## src/rtl/key_debounce_pkg.sv

```systemverilog
// Shared constants and helpers for the key debounce front end.
//   DEB_CNT_MAX_10MS : stable cycles for a 10 ms window at 100 MHz
//   DEB_SYNC_STAGES  : default synchroniser depth
//   cnt_width()      : width of a counter that must hold 0..cnt_max
package key_debounce_pkg;

  localparam int unsigned DEB_CNT_MAX_10MS = 1000000;
  localparam int unsigned DEB_SYNC_STAGES  = 2;

  // Counter width able to represent cnt_max (so always >= 1 bit).
  function automatic int unsigned cnt_width(input int unsigned cnt_max);
    return $clog2(cnt_max + 1);
  endfunction

endpackage

```

## src/rtl/debounce_channel.sv

```systemverilog
// Single-bit debounce channel: synchroniser, stability counter, stable
// level flop and press/release edge strobes.
// Optional feature macro: KEY_DEBOUNCE_RELEASE_PULSE_EN (adds release_pulse).
// Ports:
//   clk, rst          : clock, synchronous active-high reset
//   raw               : asynchronous raw key level
//   key_n             : debounced level, active-low (registered)
//   press_pulse       : one-cycle strobe when key_n falls (registered)
//   release_pulse     : one-cycle strobe when key_n rises (macro only)
//   stable_nxt_c      : next-cycle stable level (pressed = 1), combinational
module debounce_channel
  import key_debounce_pkg::*;
#(
  parameter int unsigned CNT_MAX       = DEB_CNT_MAX_10MS,
  parameter int unsigned SYNC_STAGES   = DEB_SYNC_STAGES,
  parameter int unsigned IN_ACTIVE_LOW = 0
) (
  input  logic clk,
  input  logic rst,
  input  logic raw,
  output logic key_n,
  output logic press_pulse,
`ifdef KEY_DEBOUNCE_RELEASE_PULSE_EN
  output logic release_pulse,
`endif
  output logic stable_nxt_c
);

  localparam int unsigned    CW   = cnt_width(CNT_MAX);
  localparam logic [CW-1:0]  LAST = CW'(CNT_MAX - 1);

  logic [SYNC_STAGES-1:0] sync;
  logic [CW-1:0]          cnt;
  logic [CW-1:0]          cnt_nxt;
  logic                   pressed_in;
  logic                   synced;
  logic                   stable;
  logic                   accept;

  // Normalise polarity so pressed = 1 everywhere downstream.
  assign pressed_in = (IN_ACTIVE_LOW != 0) ? ~raw : raw;
  assign synced     = sync[SYNC_STAGES-1];
  // The stable level is held directly as key_n so the output is a pure flop.
  assign stable     = ~key_n;

  // Synchroniser chain; resets to the released level.
  always_ff @(posedge clk) begin
    if (rst) sync <= '0;
    else     sync <= {sync[SYNC_STAGES-2:0], pressed_in};
  end

  // Stability counter: any agreeing cycle restarts the window.
  always_comb begin
    cnt_nxt      = '0;
    stable_nxt_c = stable;
    accept       = 1'b0;
    if (synced != stable) begin
      if (cnt == LAST) begin
        stable_nxt_c = synced;
        accept       = 1'b1;
      end else begin
        cnt_nxt = cnt + CW'(1);
      end
    end
  end

  // State and strobes; strobes coincide with the key_n change.
  always_ff @(posedge clk) begin
    if (rst) begin
      cnt         <= '0;
      key_n       <= 1'b1;
      press_pulse <= 1'b0;
    end else begin
      cnt         <= cnt_nxt;
      key_n       <= ~stable_nxt_c;
      press_pulse <= accept & synced;
    end
  end

`ifdef KEY_DEBOUNCE_RELEASE_PULSE_EN
  always_ff @(posedge clk) begin
    if (rst) release_pulse <= 1'b0;
    else     release_pulse <= accept & ~synced;
  end
`endif

endmodule

```

## src/rtl/key_debounce_8.sv

```systemverilog
// Input conditioning for the 8-to-3 priority encoder: WIDTH independent
// debounce channels producing active-low requests, press strobes and an
// any-key flag aligned with key_n.
// Optional feature macro: KEY_DEBOUNCE_RELEASE_PULSE_EN (adds release_pulse).
// Ports:
//   clk, rst      : clock, synchronous active-high reset
//   key_raw       : asynchronous raw key levels
//   key_n         : debounced keys, active-low, bit i -> encoder Ii
//   press_pulse   : per-key one-cycle press strobe
//   release_pulse : per-key one-cycle release strobe (macro only)
//   any_key       : high while any key_n bit is 0
module key_debounce_8
  import key_debounce_pkg::*;
#(
  parameter int unsigned WIDTH         = 8,
  parameter int unsigned CNT_MAX       = DEB_CNT_MAX_10MS,
  parameter int unsigned SYNC_STAGES   = DEB_SYNC_STAGES,
  parameter int unsigned IN_ACTIVE_LOW = 0
) (
  input  logic             clk,
  input  logic             rst,
  input  logic [WIDTH-1:0] key_raw,
  output logic [WIDTH-1:0] key_n,
  output logic [WIDTH-1:0] press_pulse,
`ifdef KEY_DEBOUNCE_RELEASE_PULSE_EN
  output logic [WIDTH-1:0] release_pulse,
`endif
  output logic             any_key
);

  logic [WIDTH-1:0] stable_nxt;

  for (genvar i = 0; i < WIDTH; i++) begin : g_ch
    debounce_channel #(
      .CNT_MAX       (CNT_MAX),
      .SYNC_STAGES   (SYNC_STAGES),
      .IN_ACTIVE_LOW (IN_ACTIVE_LOW)
    ) u_ch (
      .clk           (clk),
      .rst           (rst),
      .raw           (key_raw[i]),
      .key_n         (key_n[i]),
      .press_pulse   (press_pulse[i]),
`ifdef KEY_DEBOUNCE_RELEASE_PULSE_EN
      .release_pulse (release_pulse[i]),
`endif
      .stable_nxt_c  (stable_nxt[i])
    );
  end

  // Built from next-state levels so it updates on the same edge as key_n.
  always_ff @(posedge clk) begin
    if (rst) any_key <= 1'b0;
    else     any_key <= |stable_nxt;
  end

endmodule

```

## config.mk

```make
export PLATFORM = sky130hd
export DESIGN_NAME = key_debounce_8
export DESIGN_NICKNAME = d
export VERILOG_FILES = /design/src/rtl/key_debounce_pkg.sv /design/src/rtl/debounce_channel.sv /design/src/rtl/key_debounce_8.sv
export SDC_FILE = /design/constraint.sdc
export NUM_CORES = 1
export LEC_CHECK = 0
export CORE_MARGIN = 5
export CORE_UTILIZATION = 24
export CTS_CLUSTER_SIZE = 40
export DETAILED_ROUTE_END_ITERATION = 16
export GPL_ROUTABILITY_DRIVEN = 1
export PLACE_DENSITY_LB_ADDON = 0.25
export SETUP_SLACK_MARGIN = 0.5
export SYNTH_ARGS = -nofsm -noshare
export SYNTH_HDL_FRONTEND = slang
export SYNTH_SLANG_ARGS = --single-unit
```

## constraint.sdc

```tcl
create_clock -name clk -period 2.7 [get_ports clk]
set_input_delay 0.54 -clock clk [delete_from_list [all_inputs] [get_ports clk]]
set_output_delay 0.54 -clock clk [all_outputs]
set_load 0.05 [all_outputs]
```

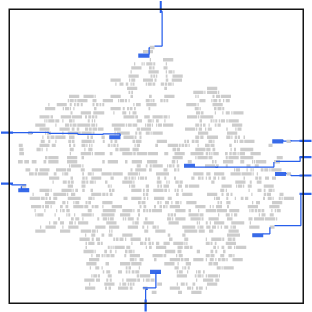
*Wires at chosen ports, followed through buffers*
Drawn at 1.5 px/um.
legend:
  blue:
    port: `press_pulse`
    direction: output
    end_cells: 8
    buffers: 8
    wire: 308 um
IO Port Bufs: 26
I/O pin total: 27

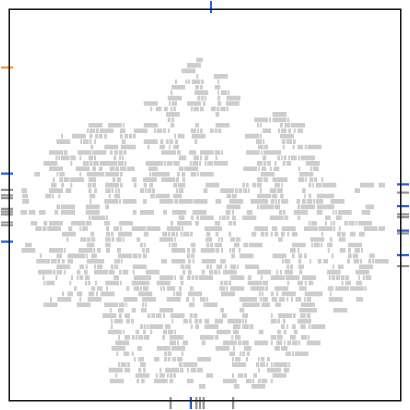
*Pin map*
Drawn at 2 px/um. Pins as bars across the die edge, other pins in grey.
legend:
  blue:
    port: `press_pulse`
    pins: 8
    direction: output
    edge: 4 right, 2 left, 1 bottom, 1 top
  orange:
    port: `clk`
    pins: 1
    direction: input
    edge: left
all pins by edge: 11 left, 9 right, 6 bottom, 1 top
die width: 195 um
vertical die size: 195 um

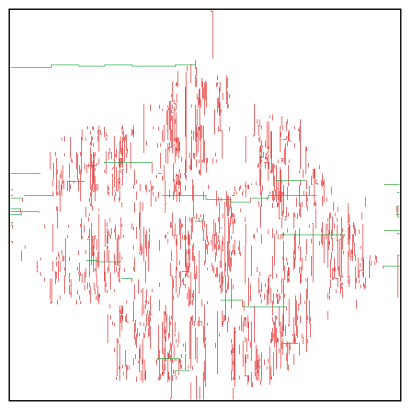
*Routed metal, one colour a layer*
Drawn at 2 px/um. Two of the layers only.
legend:
  red:
    layer: met2
    wire_length: 6720 um
  green:
    layer: met3
    wire_length: 441 um
via count: 6066
Avg WL per Cell: 11.6 um
Total Routing Usage GR: 0.0888
Post-Route WL: 16.4 mm

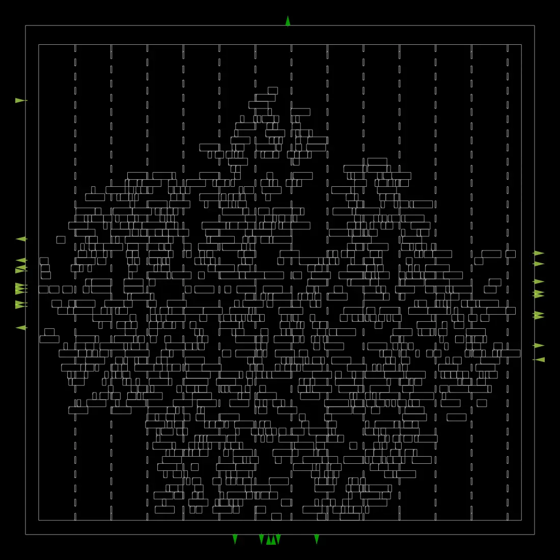
*Placement view*
flop share of the area: 0.407
registers: 193

==> run summary <==
Area leader share = 0.470
DPL Wire Length = 11.4 mm
top comb family, area = simple AND/OR/NAND/NOR gates
Max FO, Critical Path = 7
design area = 0.00950 mm^2
drt pass-1 iters = 4
Worst slew margin = 0.608
Multiplexer share = 0
die footprint = 0.0380 mm^2
Post-route DRC = 0
Overflow after GRT = 0
vias in the first global route = 5584
top post-synthesis cells by count = dfxtp_1, nor2_1, xor2_1
total clock sinks = 193
Initial Util = 0.244
CTS tree = done
synthesized area = 0.00821 mm^2
crit path time final = 2.19 ns
Netlist cell types = 36
CTS max path bufs = 2
placed inst area = 0.00891 mm^2
xor/xnor share = 0.135
CP startpoint kind = flop
Worst R2R Start = g_ch[4].u_ch.cnt[11]$_SDFF_PP0_
Crit path arrival time = 2.49 ns
Mapped Nets = 950
fraction of registers with async set/reset = 0
cells in synth_stat.txt = 932
Worst-path clk slew = 0.08 ns
ANT nets after route = 0
setup violators final = 0
htree depth = 4
fin crit share = 0.811
initial detailed-routing violation count = 253
nature of the critical path endpoint = flop
Worst Skew = 0.0159 ns
flip-flops with a built-in enable = 0
Fin. Hold Viols = 0
Power Density = 565 mW/mm^2
Layout Cells excl Fill = 1411
top cells by area = dfxtp_1, xor2_1, nor2_1, xnor2_1, nand3_1
Simple Share, Synth = 0.303
hold slack = 0.440 ns
Num CTS Buffers = 17
Max Slew Vio Count = 0
area figure in the yosys stat output = 0.00821 mm^2
ao+oa area frac = 0.0408
measured slew at the worst slew-check pin = 0.591 ns
clk_lat worst skew = 0.44 ns
RSZ-0062 raised after global routing = yes
Post-Syn Instances = 932
Post-synth seq share = 0.470
main flop type = dfxtp_1
Crit. Startpoint = g_ch[4].u_ch.cnt[11]$_SDFF_PP0_
CTS root buf = clkbuf_16
Hold Crit Class = reg2reg
count leader, synth = dfxtp_1
post-synth top area cell = dfxtp_1
syn avg cell area = 8.81 um^2
OpenROAD warning count = 28
core area = 0.0337 mm^2
DR vias/cell = 4.30
Setup CP Type = reg2reg
layout cells sized above 1 = 0.0685
first-pass GRT wire length = 28.3 mm
Max Freq = 0.456 GHz
antenna cell count = 0
cell total after placement = 1379
routability cong. = 0.712
area delta synth->final = 15.6%
num rows = 67
Synth Warn # = 0
CP required = 2.99 ns
status = completed
HP Start = g_ch[1].u_ch.sync[0]$_SDFF_PP0_
#FFs+latches synth = 193
P_leak = 2.85 nW
largest net degree at the start of global routing = 30
fill count = 3645
yosys adder share = 0.0122
Setup TNS = 0 ns
Total Nets Final = 968
Hold Buf Count CTS = 0
worst vdd ir = 0.426 mV
maxcap violations = 0
initial antenna violation count = 1
Pwr Total = 0.00537 W
-- critical path, cell delays in order (launching register included) --
cell	delay, ns
dfxtp_2	0.35
or4b_1	0.51
or4_4	0.56
or3_1	0.34
a22oi_1	0.18
a41oi_1	0.12
-- final timing paths --
| kind | end | slack (ns) | cells past startpoint |
|---|---|---|---|
| min | g_ch[1].u_ch.sync[1]$_SDFF_PP0_ | 0.44 | 1 |
| max reg2reg | any_key$_SDFF_PP0_ | 0.51 | 5 |
| min reg2reg | g_ch[1].u_ch.sync[1]$_SDFF_PP0_ | 0.44 | 1 |
| max | any_key$_SDFF_PP0_ | 0.51 | 5 |
-- final cells by class --
class	instances	area, um^2	area share
Multi-Input combinational cell	675	4070	0.428
Tap cell	448	561	0.0590
Inverter	22	82.6	0.00869
Timing Repair Buffer	41	362	0.0381
Clock inverter	13	115	0.0121
Clock buffer	19	443	0.0466
Sequential cell	193	3870	0.407
-- registers in the layout, summed over array words and instances (netlist names) --
| register | count |
|---|---|
| g_ch.u_ch.cnt | 160 |
| any_key | 1 |
| g_ch.u_ch.sync | 16 |
| g_ch.u_ch.key_n | 8 |
| g_ch.u_ch.press_pulse | 8 |
-- per-layer routing --
metal,share of wire,GRT usage,wire length [um],vias up
li1,-,-,-,3224
met1,0.55,0.132,9010,2776
met2,0.41,0.126,6720,53
met3,0.027,0.0221,440,13
met4,0.013,0.0279,215,0
met5,0,0,0,-
-- metrics by stage --
step,util,setup WS (ns)
after CTS,0.282,0.487
after global routing,0.282,0.409
final,0.282,0.509
after global placement,0.265,0.464
after floorplan,-,0.608
after detailed placement,0.265,0.439
-- power by group --
| group | switching [W] | internal [W] | total, W |
|---|---|---|---|
| clock network | 0.00119 | 0.00124 | 0.00243 |
| registers | 0.00000910 | 0.00286 | 0.00287 |
| logic | 0.0000394 | 0.0000292 | 0.0000685 |
| total | 0.00124 | 0.00413 | 0.00537 |
-- placed cells by master (no fill, tap or decap), types with 3 or more instances in the layout --
master             n
nor2_1           157
nand3_1           62
dfxtp_1          189
a21oi_1           25
nor4bb_1           3
or4_1              5
xor2_1            70
or4b_1             7
or4_4              4
dfxtp_2            4
nor4b_1            9
buf_4             15
nand2_1           54
clkdlybuf4s50_1   14
inv_8              4
nand2b_1           3
ha_1               8
or2_2              7
nor4_1            16
and2_1             6
xnor2_1           57
o21ai_0           20
inv_1             22
clkbuf_16         17
nand4_1           37
nand3b_1           8
or3_1             24
and4_1            15
clkinvlp_4         4
o21ai_1           11
dlygate4sd2_1      9
and3_1            16
nor2b_1           19
nor3_1            20
inv_6              4
-- cells by family (layout without fill, tap and decap cells) --
family          Yosys count  in the layout
compound gates           63             63
flops                   193            193
buf+inv                  64             95
fa+ha+maj                 8              8
simple gates            477            477
xor+xnor                127            127
-- what timing repair did --
action                                  CTS  global route
setup buffers                             0             0
cloned                                    0             0
hold endpoints to repair                  0             0
resized                                  17             4
endpoints found under the setup margin   10            14
Power figures rest on the tool's default switching activity, not on a simulated workload.
